$ cat config.mk
export PLATFORM = sky130hd
export DESIGN_NAME = digit_inc_arbiter
export DESIGN_NICKNAME = d
export VERILOG_FILES = /design/src/rtl/digit_inc_arbiter.sv
export SDC_FILE = /design/constraint.sdc
export NUM_CORES = 1
export LEC_CHECK = 0
export CORE_ASPECT_RATIO = 1.75
export CORE_MARGIN = 5
export CORE_UTILIZATION = 25
export DETAILED_ROUTE_END_ITERATION = 16
export PLACE_DENSITY = 0.48
export SLEW_MARGIN = 20
export SYNTH_ARGS = -nofsm -noshare
export SYNTH_HDL_FRONTEND = slang
export SYNTH_SLANG_ARGS = --single-unit
export TNS_END_PERCENT = 5
$ cat constraint.sdc
create_clock -name clk -period 1.5 [get_ports clk]
set_input_delay 0.3 -clock clk [delete_from_list [all_inputs] [get_ports clk]]
set_output_delay 0.3 -clock clk [all_outputs]
set_load 0.1 [all_outputs]
$ cat src/rtl/digit_inc_arbiter.sv
// Four hex digits, each bumped up or down by a rising edge on its own switch.
// Pending requests are served round-robin through a single shared 4-bit adder.
module digit_inc_arbiter (
    input  logic        clk,
    input  logic        rst,
    input  logic [3:0]  sw,
    input  logic        dir,
    output logic [15:0] num,
    output logic [3:0]  grant,
    output logic        busy,
    output logic [3:0]  pend
);
    typedef enum logic [1:0] {S_IDLE, S_OPER, S_WB} state_t;

    state_t      r_state, w_state_nxt;
    logic [3:0]  r_s1, r_s2, r_s3;
    logic [3:0]  r_pend;
    logic [1:0]  r_ptr, r_idx;
    logic [3:0]  r_opnd;
    logic        r_dir;
    logic [15:0] r_num;

    logic [3:0]  w_rise, w_grant, w_pend_nxt, w_digit, w_sum;
    logic [1:0]  w_pick;
    logic        w_start;

    assign w_rise     = r_s2 & ~r_s3;
    assign w_grant    = (r_state == S_OPER) ? (4'b0001 << r_idx) : 4'b0000;
    // Leaving OPER is unconditional, so the grant is also the clear; a new rise wins.
    assign w_pend_nxt = (r_pend & ~w_grant) | w_rise;

    always_comb begin
        w_pick = r_ptr;
        for (int k = 3; k >= 0; k--) begin
            logic [1:0] c;
            c = r_ptr + 2'(k);
            if (r_pend[c]) w_pick = c;
        end
    end

    assign w_digit = r_num[{w_pick, 2'b00} +: 4];
    assign w_sum   = r_opnd + (r_dir ? 4'hF : 4'h1);

    always_comb begin
        w_state_nxt = r_state;
        w_start     = 1'b0;
        case (r_state)
            S_IDLE: if (|r_pend) begin
                w_state_nxt = S_OPER;
                w_start     = 1'b1;
            end
            S_OPER: w_state_nxt = S_WB;
            S_WB: begin
                if (|r_pend) begin
                    w_state_nxt = S_OPER;
                    w_start     = 1'b1;
                end else begin
                    w_state_nxt = S_IDLE;
                end
            end
            default: w_state_nxt = S_IDLE;
        endcase
    end

    always_ff @(posedge clk) begin
        if (rst) begin
            r_state <= S_IDLE;
            r_s1    <= '0;
            r_s2    <= '0;
            r_s3    <= '0;
            r_pend  <= '0;
            r_ptr   <= '0;
            r_idx   <= '0;
            r_opnd  <= '0;
            r_dir   <= 1'b0;
            r_num   <= 16'h0010;
        end else begin
            r_s1    <= sw;
            r_s2    <= r_s1;
            r_s3    <= r_s2;
            r_pend  <= w_pend_nxt;
            r_state <= w_state_nxt;
            if (w_start) begin
                r_idx  <= w_pick;
                r_opnd <= w_digit;
                r_dir  <= dir;
                r_ptr  <= w_pick + 2'd1;
            end
            if (r_state == S_OPER) r_num[{r_idx, 2'b00} +: 4] <= w_sum;
        end
    end

    assign num   = r_num;
    assign grant = w_grant;
    assign busy  = (r_state != S_IDLE);
    assign pend  = r_pend;
endmodule

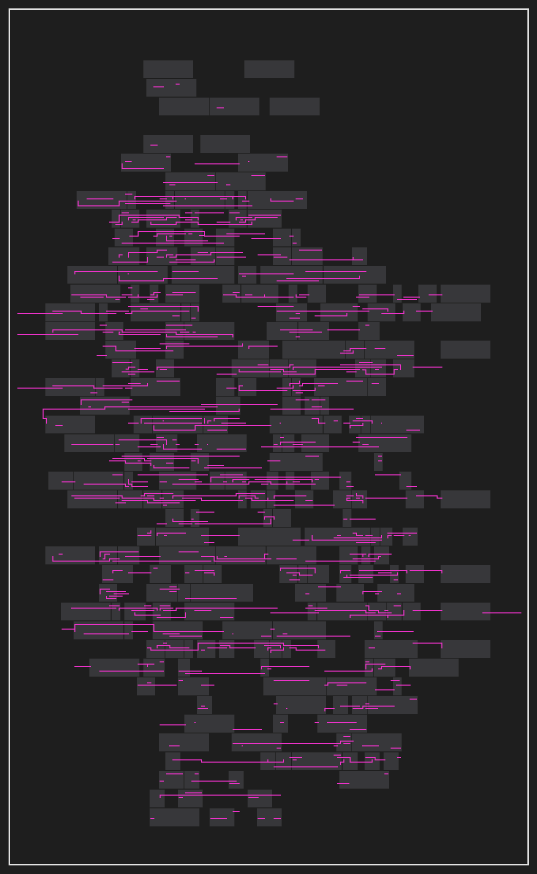
Figure 1: run 1, M1 wires.
Cells faint in the background.
main direction: horizontal
wire length on this layer: 1,910 um
share of all routed wire: 39%
longest straight run: 19.3 um

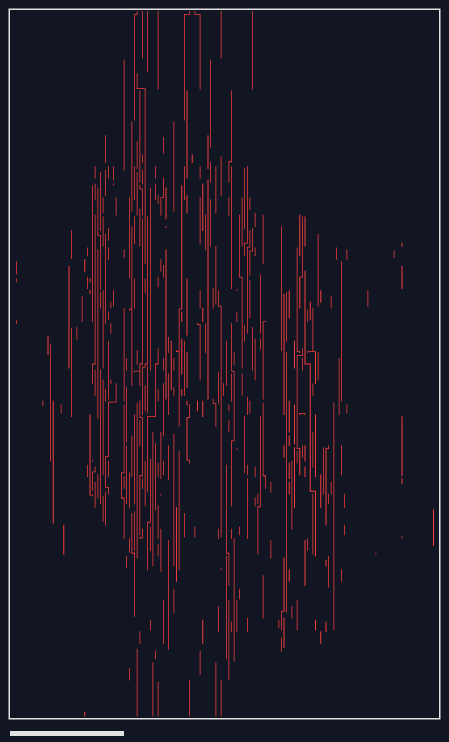
Figure 2: run 1, metal 2.
The bar under the picture is 20 um long.
wire length on this layer: 2,690 um
main direction: vertical
share of all routed wire: 55%
nets with wire on the layer: 241
longest straight run: 45.6 um
Routed WL: 4.93 mm
global-route track usage on met2: 19.2%
Vias: 1,574

==> flow_summary.ini, run 1 <==
; physical design summary
[outcome]
run_status = finished with violations
failed_checks = setup timing

[global_route]
grt_pass1_wl_mm = 7.95
grt_busiest_layer = met2
first_global_vias = 1588
met1_layer_usage_reported_by_global_route_pct = 12.8
use_met3_pct = 2.02
grt_antenna_before_repair = 0

[final_timing]
timing.final.crit_share_pct = 105
report.final.setup_viol = 10
largest_clock_skew_in_the_final_design_ps = 8.29
max_slew.worst_pin.slew_ps = 338
finalWorstSetupSlack_ps = -68.7
fmax_ghz = 0.637
finalWorstPathRequiredPeriod_ps = 1570
holdWs_ps = 435
maxSlewHeadroom_pct = 77.3

[setup_path]
cp_top_family = buffers and inverters
worst_ep_arrival_time_ps = 1270
master_of_the_slowest_instance_on_the_critical_path = sky130_fd_sc_hd__dfxtp_2
worst_setup_start_kind = flip-flop
critical_path_peak_fanout = 8
crit_path_required_time_ps = 1200

[floorplanning]
row_count = 41
design.portCount = 32
core_utilization_before_placement_pct = 25.8
die_width_um = 75.3

[clock_tree]
cts_hold_buffers = 0
cts_num_sinks = 43
cts_htree_levels = 2
numCtsBuffers = 5

[detailed_routing]
drcViolationCount = 0
drt-pass1-iter-count = 4
route.antenna.remaining_nets = 0
drt_first_iter_violations = 59

[layout]
total_area_of_sequential_cells_um2 = 871
final_core_utilization_pct = 41.9
syn_to_final_growth_pct = 62.6
final_layout_size_suffix_gt1_share_pct = 41.6

[place]
numPortBuffers = 31
gp_routability_congestion = 0.778
dp_hpwl_mm = 3.79

[logic_synthesis]
yosysSeqAreaShare_pct = 46.2
yosysTopAreaCellShare_pct = 46.2
ys.flops = 43
synthTopCellsByCount = sky130_fd_sc_hd__dfxtp_1, sky130_fd_sc_hd__nor2_1, sky130_fd_sc_hd__nor2b_1
yosysCellCount = 190
netlist_area_um2 = 1860
top_area_cell = sky130_fd_sc_hd__dfxtp_1
netlist.top_cell.by_instances = sky130_fd_sc_hd__dfxtp_1

[pwr]
static-leakage-power_nw = 1.20
worst_ir_drop_vdd_mv = 0.535
pwr_density_cell_nw_per_um2 = 1020

[hold_path]
timing.hold.worst.class = flip-flop to flip-flop

[job]
warning_count = 35
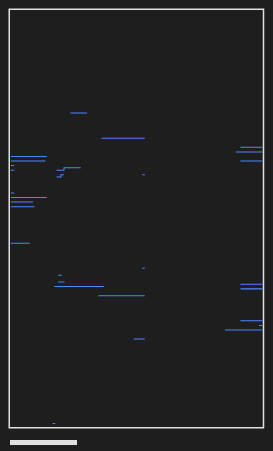
Figure 3: run 1, metal 3.
The bar under the picture is 20 um long.
share of all routed wire: 3.3%
nets with wire on the layer: 22
longest straight run: 14.5 um

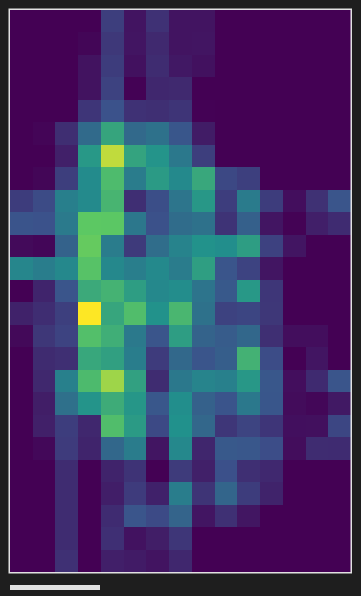
Figure 4: run 1, wire density map.
The bar under the picture is 20 um long. 15 x 25 tiles, from dark purple (low) to yellow (high), scaled to the fullest tile. Values are wire area over tile area, all layers added.
emptiest ninth of the die: upper right
mean over tiles: 0.083
fullest tile: 0.45
tiles over half the peak: 11%
nearly empty tiles: 36%
overall routing resource usage: 11.2%
average detailed-routed wire length per instance: 14.4 um

-- run 1: sequential cells by signal (all words and copies together) (netlist names), 2 cells and up --
signal and count:
r_state 2, r_ptr 2, r_opnd 4, num 16, r_s2 4, r_s1 4
r_idx 2, r_s3 4, pend 4
-- run 1: cells by family after synthesis --
logic type                 after synthesis  share of synthesized area, %
adders and majority gates               10                          7.12
buffers and inverters                   15                          3.09
and+or+nand+nor                         72                          21.3
AOI/OAI and AO/OA                       38                          16.1
DFF                                     43                          46.2
xor gates and xnor gates                 4                          1.88
muxes                                    8                          4.30
-- run 1: final cells by class --
class / instances / share of cell area [%]
Inverter: 9 / 1.40
Multi-Input combinational cell: 132 / 34.6
Tap cell: 86 / 3.55
Sequential cell: 43 / 28.7
Clock inverter: 2 / 0.413
Timing Repair Buffer: 65 / 27.1
Clock buffer: 6 / 4.25
-- run 1: power breakdown --
| part | switching, mW | total, mW | internal, mW |
|---|---|---|---|
| Combinational | 0.453 | 0.800 | 0.347 |
| Sequential | 0.0401 | 1.24 | 1.20 |
| Clock | 0.431 | 1.05 | 0.614 |
| Total | 0.924 | 3.08 | 2.16 |
-- run 1: stage by stage --
stage | area (um^2) | std cells | TNS (ps) | power (mW)
after CTS | 2940 | 341 | -583 | 3.08
after global routing | 3030 | 343 | -1280 | 3.20
after global placement | 2750 | 332 | -417 | 2.00
final | 3030 | 343 | -374 | 3.08
after floorplan | 1870 | 190 | -2480 | 1.71
after detailed placement | 2750 | 332 | -256 | 2.00
-- run 1: cells in the final DEF (no fill, tap or decap), types with 4 or more instances in the layout --
cell type and count:
sky130_fd_sc_hd__dfxtp_1 35, sky130_fd_sc_hd__buf_4 33, sky130_fd_sc_hd__buf_12 25, sky130_fd_sc_hd__nor2_1 23, sky130_fd_sc_hd__nor2b_1 18, sky130_fd_sc_hd__nand2_1 12
sky130_fd_sc_hd__a22oi_1 11, sky130_fd_sc_hd__a21oi_1 8, sky130_fd_sc_hd__dfxtp_2 8, sky130_fd_sc_hd__ha_1 6, sky130_fd_sc_hd__clkdlybuf4s50_1 6, sky130_fd_sc_hd__mux2i_1 5
sky130_fd_sc_hd__clkbuf_16 5, sky130_fd_sc_hd__a22oi_2 4
-- run 1: worst paths after layout --
path | startpoint | endpoint | slack, ps | cells past startpoint
worst max-delay path | r_state[0] | grant[1] | -70 | 4
worst min-delay path | r_s1[2] | r_s2[2] | 440 | 1
worst max register to register | pend[3] | r_opnd[1] | -60 | 5
worst min register to register | r_s1[2] | r_s2[2] | 440 | 1
-- run 1: per-layer routing --
layer  part of all wire [%]  vias to the layer above
li1                       -                      786
met1                     39                      745
met2                     55                       32
met3                    3.3                       11
met4                    3.3                        0
met5                      0                        -
-- run 1: timing repair --
action / in CTS / in global routing
endpoints found under the setup margin: 16 / 18
pin swaps: 1 / 2
buffers inserted: 1 / 2
resized: 19 / 16
==> inputs of run 2 (changes only) <==
--- a/config.mk
+++ b/config.mk
@@ -10,6 +10,7 @@
 export CORE_UTILIZATION = 25
 export DETAILED_ROUTE_END_ITERATION = 16
 export PLACE_DENSITY = 0.48
+export RECOVER_POWER = 50
 export SLEW_MARGIN = 20
 export SYNTH_ARGS = -nofsm -noshare
 export SYNTH_HDL_FRONTEND = slang
==> flow_summary.ini, run 2 <==
; physical design summary
[place]
numPortBuffers = 31
dp_hpwl_mm = 3.79
placed_cells = 332
gp_routability_congestion = 0.778

[logic_synthesis]
syn_inst = 190
ys.flops = 43
yosysTopAreaCellShare_pct = 46.2
yosysCellCount = 190
synth.area.mux_share_pct = 4.30
synthTopCellsByCount = sky130_fd_sc_hd__dfxtp_1, sky130_fd_sc_hd__nor2_1, sky130_fd_sc_hd__nor2b_1
netlist_area_um2 = 1860
post_synthesis_share_of_cell_area_spent_on_and_or_and_or_and_gates_pct = 16.1
simple_gate_area_share_pct = 21.3
yosys.area_share.xor_xnor_pct = 1.88
yosysSeqAreaShare_pct = 46.2
synthTopLogicFamily = simple AND/OR/NAND/NOR gates
top_area_cell = sky130_fd_sc_hd__dfxtp_1
netlist.top_cell.by_instances = sky130_fd_sc_hd__dfxtp_1
fa_ha_area_share_pct = 7.12

[layout]
final_layout_top_logic_cell = sky130_fd_sc_hd__dfxtp_1
total_area_of_sequential_cells_um2 = 870
largest_register_ff_count = 16
final_core_utilization_pct = 40.8
final_layout_size_suffix_gt1_share_pct = 40.9
syn_to_final_growth_pct = 58.3
post_layout_cell_count = 343
layout.cells.most_common_list = sky130_fd_sc_hd__dfxtp_1, sky130_fd_sc_hd__buf_4, sky130_fd_sc_hd__nor2_1, sky130_fd_sc_hd__buf_12, sky130_fd_sc_hd__nor2b_1

[outcome]
run_status = finished with violations
failed_checks = setup timing

[clock_tree]
clkTransAtPathRegs_ps = 60
cts_num_sinks = 43
cts_hold_buffers = 0
cts_htree_levels = 2
clock-root-buffer = sky130_fd_sc_hd__clkbuf_16
numCtsBuffers = 5

[global_route]
overall_routing_resource_usage_pct = 11.2
grt_pass1_wl_mm = 7.95
grt_antenna_before_repair = 0
first_global_vias = 1588

[final_timing]
maxSlewHeadroom_pct = 58.4
report.final.setup_viol = 14
timing.final.crit_share_pct = 105
max_slew.worst_pin.slew_ps = 624
unrepaired_setup_endpoints_after_global_routing = yes
finalWorstSetupSlack_ps = -68.6
maxSlewViolCount = 0
holdWs_ps = 435
fmax_ghz = 0.638
finalWorstPathRequiredPeriod_ps = 1570
largest_clock_skew_in_the_final_design_ps = 8.19

[job]
warning_count = 35
max_cap_viol_count = 0

[setup_path]
worst_ep_arrival_time_ps = 1270
crit_path_required_time_ps = 1200

[floorplanning]
row_count = 41
design.portCount = 32
die_width_um = 75.3
chip_area_um2 = 9350
core_utilization_before_placement_pct = 25.8

[detailed_routing]
drcViolationCount = 0
route.antenna.remaining_nets = 0
route.detailed.wl_per_inst_um = 14.4
drt_first_iter_violations = 59
drt-pass1-iter-count = 4
routed-via-count = 1577
routed_wirelength_mm = 4.95

[pwr]
pwr_density_cell_nw_per_um2 = 1040
power_mw = 3.07
static-leakage-power_nw = 1.18
worst_ir_drop_vdd_mv = 0.535

[hold_path]
timing.hold.worst.class = flip-flop to flip-flop
-- run 2: cell count changes in the layout (fill, tap and decap cells not counted) --
cell / change
sky130_fd_sc_hd__buf_12: -6
sky130_fd_sc_hd__clkbuf_4: +6
sky130_fd_sc_hd__buf_4: -1
sky130_fd_sc_hd__clkbuf_1: +1
sky130_fd_sc_hd__dfxtp_1: +1
sky130_fd_sc_hd__dfxtp_2: -1
-- run 2: metal layers --
layer | track usage [%] | share of wire [%] | up-vias
met5 | 0 | 0 | -
met4 | 5.56 | 3.3 | 0
met3 | 2.02 | 3.6 | 11
met2 | 19.2 | 54 | 35
met1 | 12.8 | 39 | 744
li1 | - | - | 787
-- run 2: metrics by stage --
step	setup TNS [ps]	cell area, um^2
after floorplan	-2480	1870
after global placement	-417	2750
after detailed placement	-256	2750
after CTS	-583	2940
after global routing	-2220	2950
final	-375	2950
-- run 2: kinds of logic after synthesis --
family	count (synthesis)
simple gates	72
flops	43
compound gates	38
buf+inv	15
fa+ha+maj	10
mux	8
xor+xnor	4
-- run 2: layout make-up --
type | instances | share of cell area [%]
clock buffer | 6 | 4.37
clock inverter | 2 | 0.424
inverter | 9 | 1.44
multi-input combinational | 132 | 35.5
sequential | 43 | 29.5
tap | 86 | 3.65
timing repair buffer | 65 | 25.1
-- run 2: worst paths after layout --
check / startpoint / end / slack [ps] / depth (start not counted)
max: r_state[0] / grant[1] / -70 / 4
min: r_s1[2] / r_s2[2] / 440 / 1
max reg2reg: pend[3] / r_opnd[1] / -60 / 5
min reg2reg: r_s1[2] / r_s2[2] / 440 / 1
-- run 2: what timing repair did --
action / CTS / global route
endpoints found under the setup margin: 16 / 18
buffers inserted: 1 / 2
resized: 19 / 16
pin swaps: 1 / 2
-- run 2: report_power, final --
part | leakage (nW) | internal, mW | switching [mW] | total [mW]
clock | 0.0669 | 0.614 | 0.431 | 1.05
combinational | 0.757 | 0.338 | 0.453 | 0.791
sequential | 0.353 | 1.20 | 0.0383 | 1.23
total | 1.18 | 2.15 | 0.923 | 3.07
-- run 2: worst max-delay path: stages, from the launching register on --
cell and delay (ps):
sky130_fd_sc_hd__dfxtp_2 320, sky130_fd_sc_hd__nor2b_1 120, sky130_fd_sc_hd__buf_4 190, sky130_fd_sc_hd__and2_4 190, sky130_fd_sc_hd__buf_12 170
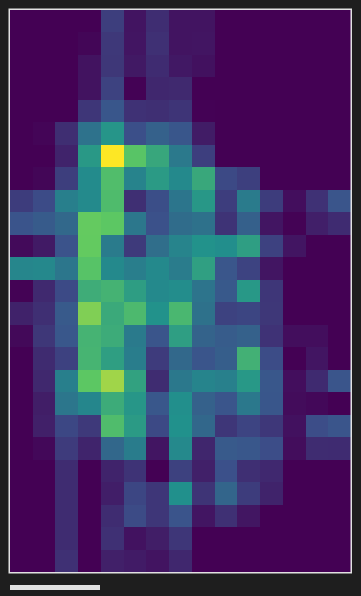
Figure 5: run 2, wire density map.
The bar under the picture is 20 um long. 15 x 25 tiles, from dark purple (low) to yellow (high), scaled to the fullest tile. Values are wire area over tile area, all layers added.
tiles over half the peak: 11%
nearly empty tiles: 36%
emptiest ninth of the die: upper right

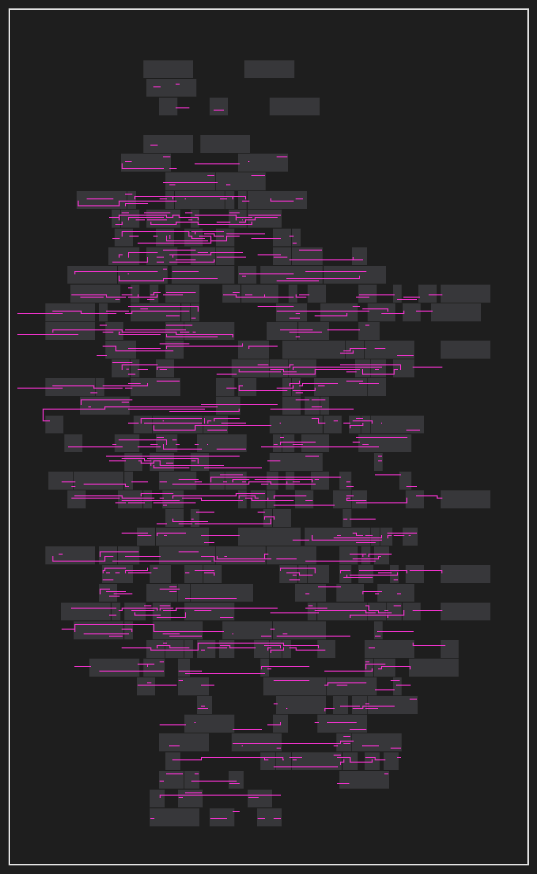
Figure 6: run 2, M1 wires.
Cells faint in the background.
wire length on this layer: 1,920 um
main direction: horizontal
nets with wire on the layer: 235

Power and IR drop assume default switching activity.
